==> src/rtl/sr_io_pkg.sv <==
// Shared constants, arbiter state encoding and round-robin pick for the shift-register I/O scheduler.
// Pure definitions: no latency, no flow control.
package sr_io_pkg;

    localparam int SR_WIDTH    = 24;
    localparam int FRAME_LAST  = 24;
    localparam int FRAME_FIRST = 0;

    typedef enum logic {
        ARB = 1'b0,
        ACK = 1'b1
    } arb_state_e;

    // First set bit of valid at or after ptr, searching modulo nreq; scanning far-to-near lets the nearest win.
    function automatic logic [1:0] rr_next(input logic [3:0] valid,
                                           input logic [1:0] ptr,
                                           input int unsigned nreq);
        logic [1:0] w_pick;
        int unsigned idx;
        w_pick = ptr;
        for (int k = 3; k >= 0; k--) begin
            if (k < int'(nreq)) begin
                idx = (int'(ptr) + k) % nreq;
                if (valid[idx[1:0]]) begin
                    w_pick = idx[1:0];
                end
            end
        end
        return w_pick;
    endfunction

endpackage

==> src/rtl/sr_in_debounce.sv <==
// Per-bit frame debouncer: a bit flips after DEBOUNCE consecutive differing snapshots; in_changed one cycle later.
// Latency: in_stable on the snapshot edge, in_changed/change_mask one edge after; no backpressure.
module sr_in_debounce
    import sr_io_pkg::*;
#(
    parameter int DEBOUNCE = 3
) (
    input  logic                CLK_IN,
    input  logic                RST,
    input  logic                i_snap_en,
    input  logic [SR_WIDTH-1:0] in_word,
    output logic [SR_WIDTH-1:0] in_stable,
    output logic [SR_WIDTH-1:0] flip,
    output logic                in_changed,
    output logic [SR_WIDTH-1:0] change_mask
);

    logic [1:0]          r_cnt [SR_WIDTH];
    logic [SR_WIDTH-1:0] r_stable;
    logic [SR_WIDTH-1:0] r_flip;
    logic                r_changed;
    logic [SR_WIDTH-1:0] r_mask;
    logic [SR_WIDTH-1:0] w_diff;
    logic [SR_WIDTH-1:0] w_flip;

    always_comb begin
        w_diff = in_word ^ r_stable;
        w_flip = '0;
        for (int n = 0; n < SR_WIDTH; n++) begin
            w_flip[n] = i_snap_en && w_diff[n] && (r_cnt[n] == 2'(DEBOUNCE - 1));
        end
    end

    always_ff @(posedge CLK_IN) begin
        if (RST) begin
            for (int n = 0; n < SR_WIDTH; n++) begin
                r_cnt[n] <= '0;
            end
            r_stable  <= '0;
            r_flip    <= '0;
            r_changed <= 1'b0;
            r_mask    <= '0;
        end else begin
            if (i_snap_en) begin
                for (int n = 0; n < SR_WIDTH; n++) begin
                    if (!w_diff[n] || w_flip[n]) begin
                        r_cnt[n] <= '0;
                    end else begin
                        r_cnt[n] <= r_cnt[n] + 2'd1;
                    end
                end
            end
            r_stable  <= r_stable ^ w_flip;
            r_flip    <= w_flip;
            r_changed <= |r_flip;
            if (|r_flip) begin
                r_mask <= r_flip;
            end
        end
    end

    assign in_stable   = r_stable;
    assign flip        = r_flip;
    assign in_changed  = r_changed;
    assign change_mask = r_mask;

endmodule

==> src/rtl/sr_io_scheduler.sv <==
// Round-robin write arbiter merging into a shadow word committed at bitcount==24; debounced frame input snapshots.
// Latency: req_ready one cycle after valid is seen, at most one accept per 2 cycles; requesters hold until req_ready.
module sr_io_scheduler
    import sr_io_pkg::*;
#(
    parameter int NREQ     = 2,
    parameter int DEBOUNCE = 3
) (
    input  logic                     CLK_IN,
    input  logic                     RST,
    input  logic [4:0]               bitcount,
    input  logic [NREQ-1:0]          req_valid,
    input  logic [SR_WIDTH*NREQ-1:0] req_mask,
    input  logic [SR_WIDTH*NREQ-1:0] req_data,
    output logic [NREQ-1:0]          req_ready,
    output logic [SR_WIDTH-1:0]      out_word,
    output logic [SR_WIDTH-1:0]      pending,
    input  logic [SR_WIDTH-1:0]      in_word,
    output logic [SR_WIDTH-1:0]      in_stable,
    output logic                     in_changed,
    output logic [SR_WIDTH-1:0]      change_mask,
    output logic [15:0]              frame_cnt
);

    arb_state_e          r_state;
    arb_state_e          w_state_next;
    logic [1:0]          r_grant;
    logic [1:0]          r_ptr;
    logic [SR_WIDTH-1:0] r_pending;
    logic [SR_WIDTH-1:0] r_out;
    logic [15:0]         r_frame_cnt;
    logic [3:0]          w_valid4;
    logic [1:0]          w_pick;
    logic                w_ack;
    logic [SR_WIDTH-1:0] w_mask_g;
    logic [SR_WIDTH-1:0] w_data_g;
    logic                w_commit;
    logic                w_snap;
    logic [SR_WIDTH-1:0] w_flip;

    always_comb begin
        w_valid4             = '0;
        w_valid4[NREQ-1:0]   = req_valid;
        w_pick               = rr_next(w_valid4, r_ptr, NREQ);
        w_commit             = (bitcount == 5'(FRAME_LAST));
        w_snap               = (bitcount == 5'(FRAME_FIRST));
    end

    always_ff @(posedge CLK_IN) begin
        if (RST) begin
            r_state <= ARB;
        end else begin
            r_state <= w_state_next;
        end
    end

    always_comb begin
        w_state_next = r_state;
        case (r_state)
            ARB:     if (|req_valid) w_state_next = ACK;
            ACK:     w_state_next = ARB;
            default: w_state_next = ARB;
        endcase
    end

    // Gated by RST so a reset landing in the ACK cycle never shows an accept.
    always_comb begin
        w_ack     = (r_state == ACK) && !RST;
        req_ready = '0;
        w_mask_g  = '0;
        w_data_g  = '0;
        for (int i = 0; i < NREQ; i++) begin
            if (r_grant == 2'(i)) begin
                req_ready[i] = w_ack;
                w_mask_g     = req_mask[SR_WIDTH*i +: SR_WIDTH];
                w_data_g     = req_data[SR_WIDTH*i +: SR_WIDTH];
            end
        end
    end

    always_ff @(posedge CLK_IN) begin
        if (RST) begin
            r_grant     <= '0;
            r_ptr       <= '0;
            r_pending   <= '0;
            r_out       <= '0;
            r_frame_cnt <= '0;
        end else begin
            if (r_state == ARB && |req_valid) begin
                r_grant <= w_pick;
            end
            if (r_state == ACK) begin
                r_pending <= (r_pending & ~w_mask_g) | (w_data_g & w_mask_g);
                r_ptr     <= (r_grant == 2'(NREQ - 1)) ? 2'd0 : r_grant + 2'd1;
            end
            // Commit takes pending as it stood before any merge on this same edge.
            if (w_commit) begin
                r_out       <= r_pending;
                r_frame_cnt <= r_frame_cnt + 16'd1;
            end
        end
    end

    sr_in_debounce #(
        .DEBOUNCE (DEBOUNCE)
    ) u_debounce (
        .CLK_IN      (CLK_IN),
        .RST         (RST),
        .i_snap_en   (w_snap),
        .in_word     (in_word),
        .in_stable   (in_stable),
        .flip        (w_flip),
        .in_changed  (in_changed),
        .change_mask (change_mask)
    );

    assign out_word  = r_out;
    assign pending   = r_pending;
    assign frame_cnt = r_frame_cnt;

endmodule
==> config.mk <==
export PLATFORM = sky130hd
export DESIGN_NAME = sr_io_scheduler
export DESIGN_NICKNAME = d
export VERILOG_FILES = /design/src/rtl/sr_io_pkg.sv /design/src/rtl/sr_in_debounce.sv /design/src/rtl/sr_io_scheduler.sv
export SDC_FILE = /design/constraint.sdc
export NUM_CORES = 1
export LEC_CHECK = 0
export CAP_MARGIN = 15
export CORE_MARGIN = 3
export CORE_UTILIZATION = 47
export CTS_CLUSTER_SIZE = 16
export DETAILED_ROUTE_END_ITERATION = 10
export GPL_TIMING_DRIVEN = 0
export PLACE_DENSITY = 0.77
export SYNTH_ARGS = -nofsm -noshare
export SYNTH_HDL_FRONTEND = slang
export SYNTH_SLANG_ARGS = --single-unit
==> constraint.sdc <==
create_clock -name CLK_IN -period 3.3 [get_ports CLK_IN]
set_input_delay 0.495 -clock CLK_IN [delete_from_list [all_inputs] [get_ports CLK_IN]]
set_output_delay 0.495 -clock CLK_IN [all_outputs]
set_load 0.02 [all_outputs]
### Supply network

The bar under the picture is 50 um long. Pins as bars on the die edge. Tap cells in gray.
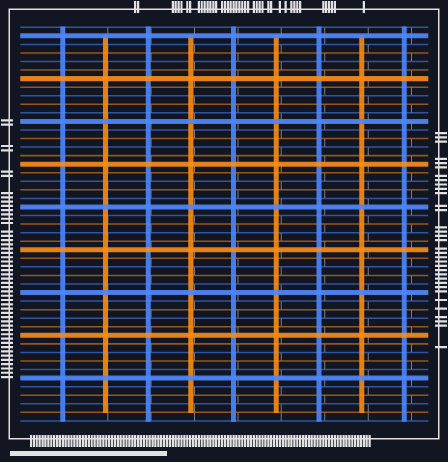
legend:
  VDD:
    color: orange
  VSS:
    color: blue
met5 straps: 9
tap cells: 216
peak supply drop: 347 uV
Core ar.: 16,200 um^2

### Placement by cell class

The bar under the picture is 50 um long.
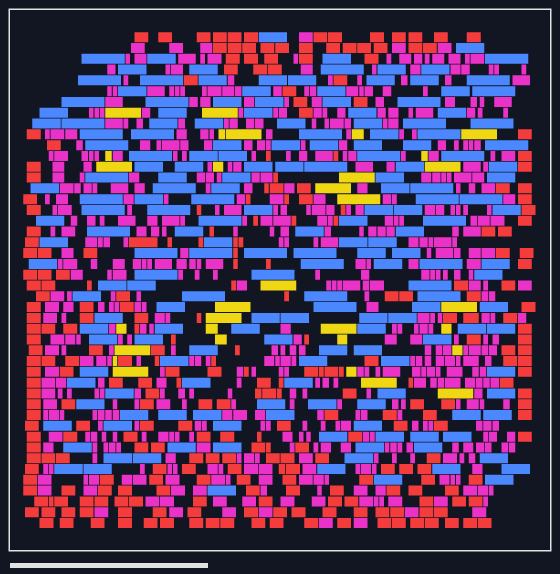
legend:
  clock drivers and dummy loads:
    color: yellow
    cells: 31
    share_of_their_area: 5.0%
  all other logic:
    color: magenta
    cells: 579
    share_of_their_area: 32%
  other buffers and delay cells:
    color: red
    cells: 285
    share_of_their_area: 24%
  flip-flops:
    color: blue
    cells: 189
    share_of_their_area: 39%
Layout Utilization: 0.691
flop share of the area: 0.380
FP Rows: 46
final instance area: 11,200 um^2

### Clock network drawn from the DEF

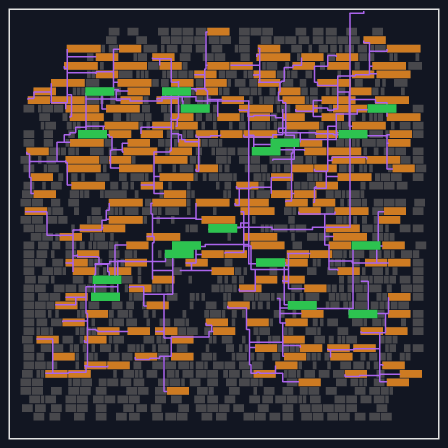
legend:
  cells driving clock nets:
    color: green
    count: 17
  clock wires:
    color: purple
    length: 2,040 um
  flip-flops:
    color: orange
    count: 189
flops lie: spread over the die
routed clock nets: 18
skew final: 0.00918 ns
worst skew pair latency: 0.42 ns
clk pwr: 1.92 mW

### Metal layers overlaid

The bar under the picture is 50 um long. Only two layers are drawn.
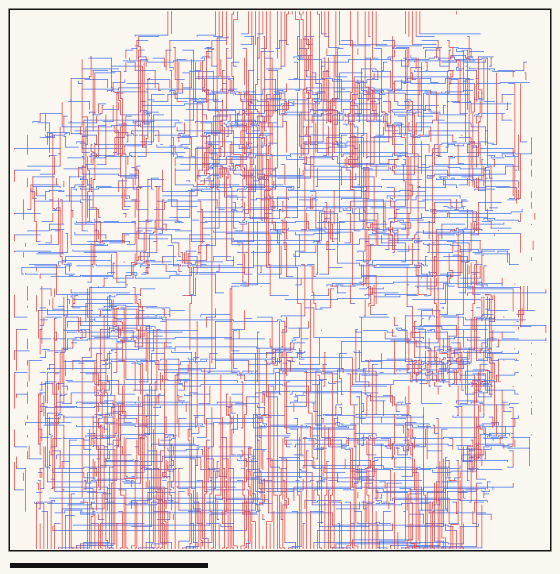
legend:
  met2:
    color: red
    wire_length: 11,000 um
  met1:
    color: blue
    wire_length: 9,550 um
total track usage: 0.242
Routed WL: 22,200 um
via count: 6,852
Avg WL per Cell: 17.1 um

### Placement view

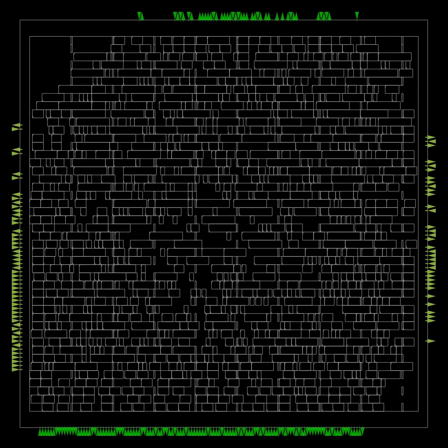
Seq cells: 189
Well-Tap Cells: 216
Post-Layout Cell Count: 1,300
Fillers: 1,328

==> results.yml <==
# yosys + openroad results
clock_network:
  cts_tree: "yes"
critical_path:
  cp-startpoint: "r_grant[0]"
  path_buffers: 3
  crit_cells: 4
  worstPathMaxFanout: 9
  crit_type: "reg -> out"
pwr:
  sequentialPowerShare: 0.502
  p_int_mw: 3.73
  netSwitchingPower_mw: 1.17
  swShare: 0.238
  power_mw: 4.90
timing:
  rsz0062_at_grt: "no"
  relSlewSlack: 0.432
  tightest_slew_ns: 0.852
  finalHoldViolCount: 0
die:
  initial_core_util: 0.490
  die_area_um2: 18500
synthesis:
  edf_count: 48
  ys_types: 31
  synthArstFlopShare: 0
  ys_cells: 810
  xor_share: 0.0331
  fp_nets: 964
detailed_routing:
  ant_nets: 0
layout:
  non_clock_buffer_area_share: 0.233
  syn_to_final_growth_pct: 41.0
  layout_top_cell: "clkdlybuf4s50_1"
outcome:
  outcome: "completed"
global_routing:
  gr-usage-met1: 0.317
  grtUsageMet2: 0.409
  grt_util_met3: 0.0514
  grt_pass1_vias: 6667
run:
  warnings: 26
Power is estimated from default activity; no workload was simulated.
